==> config.mk <==
export PLATFORM = sky130hd
export DESIGN_NAME = encode_seq
export DESIGN_NICKNAME = d
export VERILOG_FILES = /design/src/rtl/encode_pkg.sv /design/src/rtl/rand_gen.sv /design/src/rtl/encode_seq.sv
export SDC_FILE = /design/constraint.sdc
export NUM_CORES = 1
export LEC_CHECK = 0
export CORE_MARGIN = 2
export CORE_UTILIZATION = 40
export DETAILED_ROUTE_END_ITERATION = 10
export PLACE_DENSITY = 0.76
export SLEW_MARGIN = 15
export SYNTH_ARGS = -nofsm -noshare
export SYNTH_HDL_FRONTEND = slang
export SYNTH_SLANG_ARGS = --single-unit
==> constraint.sdc <==
create_clock -name clk -period 3.1 [get_ports clk]
set_input_delay 0.775 -clock clk [delete_from_list [all_inputs] [get_ports clk]]
set_output_delay 0.775 -clock clk [all_outputs]
set_load 0.01 [all_outputs]
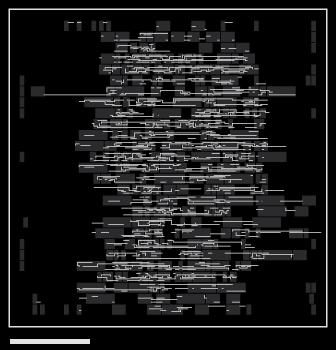
(images/m1.png)
Scale bar: 20 um.
wire length on this layer: 2220 um
longest straight run: 23.9 um
GRT met1 Usage: 22.1%
via count: 2061
Routed WL: 5120 um

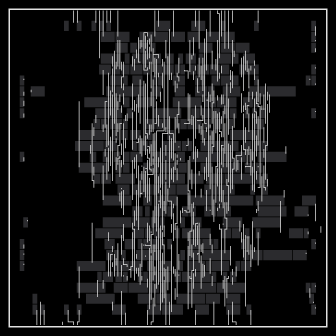
(images/m2.png)
longest straight run: 25.0 um
main direction: vertical
GRT met2 Usage: 26.0%

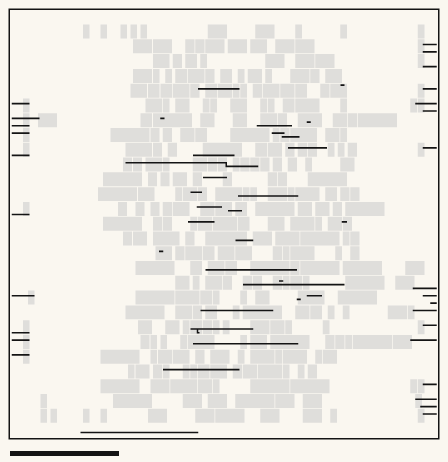
(images/m3.png)
Scale bar: 20 um.
main direction: horizontal
nets with wire on the layer: 45
longest straight run: 21.4 um
share of all routed wire: 5.6%
wire length on this layer: 286 um
GR Util met3: 4.66%

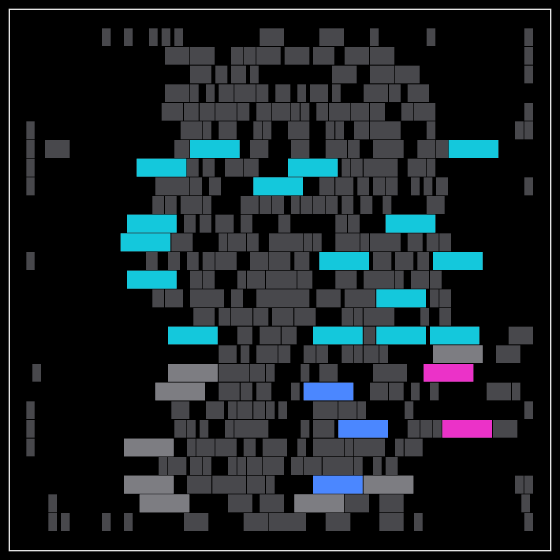
(images/ff_map.png)
Other sequential cells in the stronger grey, the rest of the logic in the fainter grey.
legend:
  cnt_q:
    colour: blue
    flops: 3
  remainder:
    colour: magenta
    flops: 2
  upd_left_q:
    colour: cyan
    flops: 16
not coloured: 8
Util after Layout: 46.5%
Sequential Area: 581 um^2
P_seq: 429 uW

==> flow_metrics.py <==
# Physical implementation metrics
metrics = {
    "logic_synthesis": {
        "ys_types": 49,
        "yosys.area_share.aoi_pct": 20.4,
        "synth-adder-area-share_pct": 3.92,
        "synthMuxAreaShare_pct": 0,
        "synth-edff-count": 0,
        "synth.avg_cell_area_um2": 7.61,
        "ys_sh_xor_pct": 4.70,
        "flop_cell": "dfxtp_1",
        "synth.most_common_cell": "buf_4",
    },
    "setup_path": {
        "critPathTopFamily": "simple AND/OR/NAND/NOR gates",
        "reg2reg_slack_ps": 650,
        "r2r_cells": 7,
    },
    "timing": {
        "final.setup.worst_slack_ps": 415,
        "worst_slew_pin_slew_ps": 657,
        "finClkSkew_ps": 5.03,
        "final_hold_viol_count": 0,
        "period_used_pct": 86.6,
    },
    "cells_and_area": {
        "final_common_cell": "conb_1",
        "clock_cell_area_share_pct": 4.01,
        "n_all_inverters": 8,
        "seq_cell_count": 29,
        "n_clock_buffer": 7,
        "drive_gt1_share_pct": 7.86,
    },
    "run_status": {
        "status": "complete, no violations",
    },
    "drt": {
        "antenna_left": 0,
    },
    "floorplan": {
        "die_h_um": 78.8,
        "rows": 27,
        "die_area_um2": 6200,
        "taps": 72,
        "core_area_um2": 5440,
    },
    "clock_tree": {
        "clk_pin_slew_ps": 60,
        "cts.repair_timing.setup_buffer_count": 0,
        "clock-root-buffer": "clkbuf_8",
    },
    "global_routing": {
        "grtUsageTotal_pct": 17.4,
        "grt_pass1_vias": 1779,
    },
    "placed_design": {
        "dp_cells": 382,
    },
}
[stage by stage]
stage	cell area, um^2	total power [mW]
5_1_grt	2530	1.18
3_3_place_gp	2430	0.753
3_5_place_dp	2430	0.758
4_1_cts	2530	1.11
2_1_floorplan	2360	0.712
6_report	2530	1.11
[layer usage]
metal | global-route usage, % | wire length [um]
met1 | 22.1 | 2220
met4 | 10.9 | 238
met3 | 4.66 | 286
met5 | 0 | 0
met2 | 26.0 | 2380
[where the power goes]
part	internal (mW)	leakage (nW)	switching [mW]
sequential	0.398	0.237	0.0314
clock	0.200	0.0542	0.155
combinational	0.126	0.668	0.199
total	0.725	0.960	0.385
Power is estimated from default activity; no workload was simulated.
